Congestion heat map:
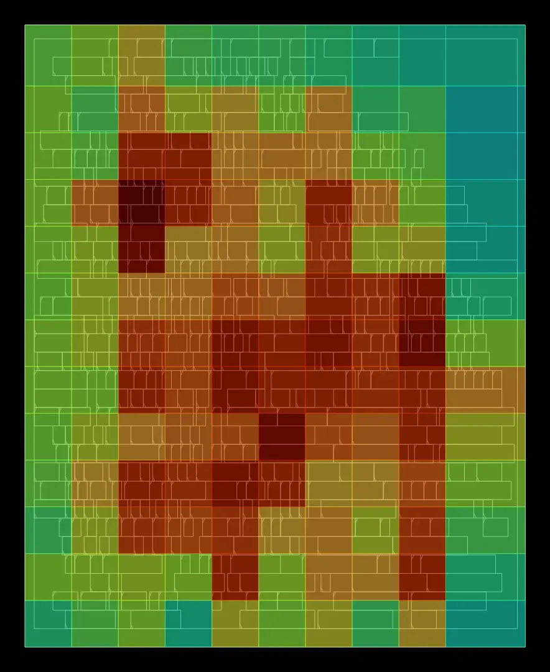
Placement density heat map:
Scale bar: 20 µm. The die is cut into 7 by 9 equal tiles; black is low, pale yellow is high, 0 to 100% covered.
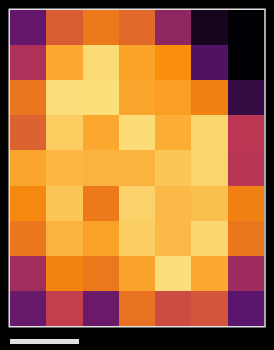
Port wiring:
Scale bar: 20 µm.
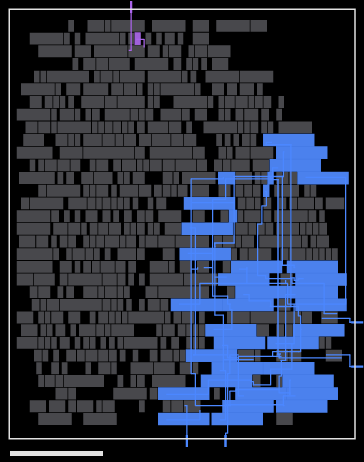
Power grid:
Scale bar: 20 µm. Pins as bars on the die edge.
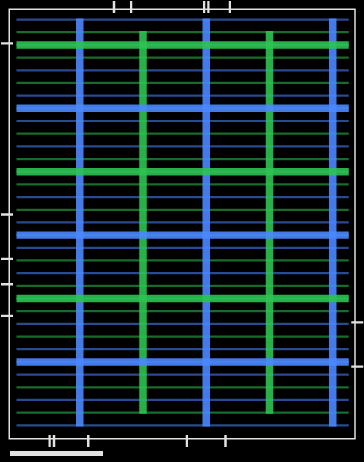
**src/rtl/wordgen_seq.sv**
```systemverilog
// wordgen_seq: captures switch words into a circular store and serialises them on one pin
// as framed bit streams (start bit, MSB-first data, low gap), per write or in rotation.
module wordgen_seq #(
  parameter int WIDTH   = 4,
  parameter int DEPTH   = 8,
  parameter int BIT_DIV = 50,
  parameter int GAP     = 2
) (
  input  logic                       sysclk,
  input  logic                       reset,
  input  logic [WIDTH-1:0]           sw,
  input  logic                       write,
  input  logic                       auto,
  output logic                       out,
  output logic                       busy,
  output logic [$clog2(DEPTH+1)-1:0] count,
  output logic [$clog2(DEPTH)-1:0]   cur_idx
);
  localparam int CNT_W  = $clog2(DEPTH+1);
  localparam int IDX_W  = $clog2(DEPTH);
  localparam int TMR_W  = (BIT_DIV > 1) ? $clog2(BIT_DIV) : 1;
  localparam int BC_MAX = (WIDTH > GAP) ? WIDTH : GAP;
  localparam int BC_W   = (BC_MAX > 1) ? $clog2(BC_MAX) : 1;

  typedef enum logic [1:0] {S_IDLE, S_START, S_DATA, S_GAP} state_t;

  state_t           state, state_n;
  logic             wr_s1, wr_s2, wr_s3, au_s1, au_s2;
  logic             wr_evt, auto_s, bit_end;
  logic [WIDTH-1:0] mem [DEPTH];
  logic [IDX_W-1:0] wr_ptr, pend_idx, cur_idx_n, start_idx;
  logic             pending, start_frame, take_wr, out_n;
  logic [TMR_W-1:0] timer, timer_n;
  logic [BC_W-1:0]  bit_cnt, bit_cnt_n;
  logic [WIDTH-1:0] shreg, shreg_n;
  logic [CNT_W-1:0] idx_inc;

  assign wr_evt  = wr_s2 & ~wr_s3;
  assign auto_s  = au_s2;
  assign bit_end = (timer == TMR_W'(BIT_DIV - 1));
  assign idx_inc = CNT_W'(cur_idx) + CNT_W'(1);

  always_comb begin
    state_n     = state;
    timer_n     = bit_end ? '0 : timer + TMR_W'(1);
    bit_cnt_n   = bit_cnt;
    shreg_n     = shreg;
    cur_idx_n   = cur_idx;
    start_frame = 1'b0;
    start_idx   = cur_idx;
    take_wr     = 1'b0;
    out_n       = 1'b0;
    case (state)
      S_IDLE: begin
        timer_n = '0;
        if (auto_s) begin
          if (count != '0) begin
            start_frame = 1'b1;
            start_idx   = '0;
          end
        end else if (pending) begin
          start_frame = 1'b1;
          start_idx   = pend_idx;
        end
      end
      S_START: begin
        if (bit_end) begin
          state_n   = S_DATA;
          bit_cnt_n = BC_W'(WIDTH - 1);
        end
      end
      S_DATA: begin
        if (bit_end) begin
          shreg_n = shreg << 1;
          if (bit_cnt == '0) begin
            state_n   = S_GAP;
            bit_cnt_n = BC_W'(GAP - 1);
          end else begin
            bit_cnt_n = bit_cnt - BC_W'(1);
          end
        end
      end
      S_GAP: begin
        // A write landing on the last gap cycle is sent next, with no idle cycle.
        if (bit_end) begin
          if (bit_cnt != '0) begin
            bit_cnt_n = bit_cnt - BC_W'(1);
          end else if (auto_s) begin
            start_frame = 1'b1;
            start_idx   = (idx_inc == count) ? '0 : IDX_W'(idx_inc);
          end else if (wr_evt) begin
            start_frame = 1'b1;
            take_wr     = 1'b1;
            start_idx   = wr_ptr;
          end else if (pending) begin
            start_frame = 1'b1;
            start_idx   = pend_idx;
          end else begin
            state_n = S_IDLE;
          end
        end
      end
      default: state_n = S_IDLE;
    endcase
    if (start_frame) begin
      state_n   = S_START;
      timer_n   = '0;
      cur_idx_n = start_idx;
      // Bypass the store when the selected entry is being written on this same edge.
      shreg_n   = (wr_evt && wr_ptr == start_idx) ? sw : mem[start_idx];
    end
    if (state_n == S_START)     out_n = 1'b1;
    else if (state_n == S_DATA) out_n = shreg_n[WIDTH-1];
  end

  always_ff @(posedge sysclk) begin
    if (reset) begin
      state    <= S_IDLE;
      {wr_s1, wr_s2, wr_s3, au_s1, au_s2} <= '0;
      timer    <= '0;
      bit_cnt  <= '0;
      shreg    <= '0;
      cur_idx  <= '0;
      wr_ptr   <= '0;
      pend_idx <= '0;
      pending  <= 1'b0;
      count    <= '0;
      out      <= 1'b0;
      busy     <= 1'b0;
    end else begin
      wr_s1   <= write;
      wr_s2   <= wr_s1;
      wr_s3   <= wr_s2;
      au_s1   <= auto;
      au_s2   <= au_s1;
      state   <= state_n;
      timer   <= timer_n;
      bit_cnt <= bit_cnt_n;
      shreg   <= shreg_n;
      cur_idx <= cur_idx_n;
      out     <= out_n;
      busy    <= (state_n != S_IDLE);
      if (wr_evt) begin
        wr_ptr   <= wr_ptr + IDX_W'(1);
        pend_idx <= wr_ptr;
        if (count != CNT_W'(DEPTH)) count <= count + CNT_W'(1);
      end
      if (auto_s)                  pending <= 1'b0;
      else if (wr_evt && !take_wr) pending <= 1'b1;
      else if (start_frame)        pending <= 1'b0;
    end
  end

  always_ff @(posedge sysclk) begin
    if (wr_evt && !reset) mem[wr_ptr] <= sw;
  end
endmodule

```
**config.mk**
```make
export PLATFORM = sky130hd
export DESIGN_NAME = wordgen_seq
export DESIGN_NICKNAME = d
export VERILOG_FILES = /design/src/rtl/wordgen_seq.sv
export SDC_FILE = /design/constraint.sdc
export NUM_CORES = 1
export LEC_CHECK = 0
export ABC_AREA = 1
export CAP_MARGIN = 20
export CORE_ASPECT_RATIO = 1.25
export CORE_UTILIZATION = 54
export DETAILED_ROUTE_END_ITERATION = 12
export PLACE_DENSITY = 0.78
export SLEW_MARGIN = 20
export SYNTH_ARGS = -nofsm -noshare
export SYNTH_HDL_FRONTEND = slang
export SYNTH_SLANG_ARGS = --single-unit
```
**constraint.sdc**
```tcl
create_clock -name sysclk -period 1.9 [get_ports sysclk]
set_input_delay 0.19 -clock sysclk [delete_from_list [all_inputs] [get_ports sysclk]]
set_output_delay 0.19 -clock sysclk [all_outputs]
set_load 0.01 [all_outputs]
```
==> flow_metrics.tcl <==
# flow metrics
set metrics [dict create \
    cp_max_fo 8 \
    n_all_buffers 77 \
    num_rows 32 \
    hold_path_class "input port to register" \
    clkPwrFrac_pct 37.6 \
    syn_area_per_cell_um2 8.08 \
    hpwl_um 6380 \
    xor_area_share_pct 0.503 \
    lay_top_count "nand2_1" \
    inv_count 61 \
    die_w_um 73.9 \
    fmax_ghz 0.451 \
    reg2reg_slack_ps -320 \
    seq_area_mm2 0.00167 \
    place.port_buffers 16 \
    hold_viol 0 \
    cts_root_buf "clkbuf_8" \
    power.switching_mw 1.14 \
    slew_violations 0 \
    top_layer_used "met4" \
    ys_seq_elements 67 \
    diodes 0 \
    rsz0062_at_grt "yes" \
    synth_seq_share_pct 47.7 \
    hold_buffers 0 \
    cts_tree "done" \
    r2r_cells 17 \
    hold_depth 3 \
    max_slew_margin_pct 70.5 \
    top_area_cell_class "combinational gates" \
    synth.net_count 451 \
    powerSeq_mw 1.58 \
    mappedNetlistArea_mm2 0.00348 \
    grtUsageMet1_pct 31.7 \
    ys_types 38 \
    top_register "mem" \
    failed_checks "negative setup slack" \
    clock-skew-final_ps 9.10 \
    reg_top3 "mem: 32 flops, timer: 6 flops" \
    cp.arrival_ps 2510 \
    largest_reg_flops 32 \
    p_clk_mw 1.48 \
    h-tree-depth 3 \
    internal_power_mw 2.80 \
    grt-ovfl-total 0 \
    route.detailed.drc 0 \
    dieHeight_um 91.8 \
    p_comb_mw 0.877 \
    cts_buffers 9 \
    setup_viol 5 \
    setup_slack_ps -317 \
    crit_type "register to register" \
    seq_power_share_pct 40.2 \
    status "complete, but fails checks" \
    dr_wl_met2_um 4870 \
    synth_cells 431 \
    nMultiInputCombCells 294 \
    nClkBuffers 9 \
    grt_pass1_vias 3132 \
]
-- 'congestion heat map' (at the start) --
Routed WL per cell: 15.7 µm
Final Util: 74.5%
met2 GRT Util: 49.3%

-- 'placement density heat map' (at the start) --
tiles over 75% full: 49%
fullest tile: 93%
emptiest ninth of the die: upper right
mean over tiles: 67%
nearly empty tiles: 3.2%

-- 'port wiring' (at the start) --
| color | port | bits | direction | edge | end cells | buffers | wire |
|---|---|---|---|---|---|---|---|
| blue | sw | 4 | input | 2 right, 2 bottom | 36 | 7 | 737 µm |
| purple | write | 1 | input | top | 1 | 1 | 12.1 µm |

-- 'power grid' (at the start) --
| color | net |
|---|---|
| blue | VSS |
| green | VDD |
met5 straps: 6
met1 rails: 33
signal pins: 17
met4 straps: 5

stage by stage:
step	setup slack, ps	cell area [µm²]	cells	setup TNS (ps)	utilization, %
floorplan	0.921	3520	431	0	-
global placement	-134	4170	579	-446	67.3
detailed placement	-159	4170	579	-671	67.3
CTS	-186	4500	598	-729	72.5
global route	-471	4630	600	-2180	74.5
finish	-317	4630	600	-1410	74.5
worst max path at each step:
| stage | startpoint | endpoint | cells after the start |
|---|---|---|---|
| CTS | timer[1] | out | 19 |
| floorplan | cur_idx[0] | shreg[1] | 19 |
| detailed placement | cur_idx[0] | out | 18 |
| global placement | cur_idx[0] | out | 18 |
| global route | timer[0] | out | 16 |
| finish | timer[1] | out | 17 |
Yosys cell counts, drive strengths merged:
cell,n,area share [%]
dfxtp,35,20
a22oi,1,0.22
nand2,107,13
xor2,2,0.50
clkbuf,2,0.22
o21ai,19,2.8
buf,7,1.2
a2111oi,2,0.50
or3,1,0.18
nand3,65,9.8
nand4,2,0.36
ha,12,4.3
a21boi,1,0.22
nor3b,2,0.43
o311ai,1,0.25
edfxtp,32,28
inv,60,6.5
a211oi,2,0.43
nand3b,5,1.1
a31oi,1,0.18
nor3,4,0.57
clkinv,1,0.11
a21oi,24,4.0
o31ai,1,0.22
nor2,42,5.4
timing repair:
action | CTS | global route
gates resized | 13 | 30
cloned | 0 | 1
buffers inserted | 3 | 1
pin swaps | 4 | 13
endpoints found under the setup margin | 5 | 12
critical path, stage by stage, from the launching register on:
cell	delay (ps)
dfxtp_2	330
inv_2	60
ha_4	130
nand2_4	50
nor2_4	140
nand3_2	110
nand2_2	150
nand2_2	80
a21oi_2	180
nand2_4	130
buf_12	170
nand3_2	80
nand3_1	100
nand3_1	130
nand3_2	120
nand2_2	80
nand3_2	50
nand2_1	70
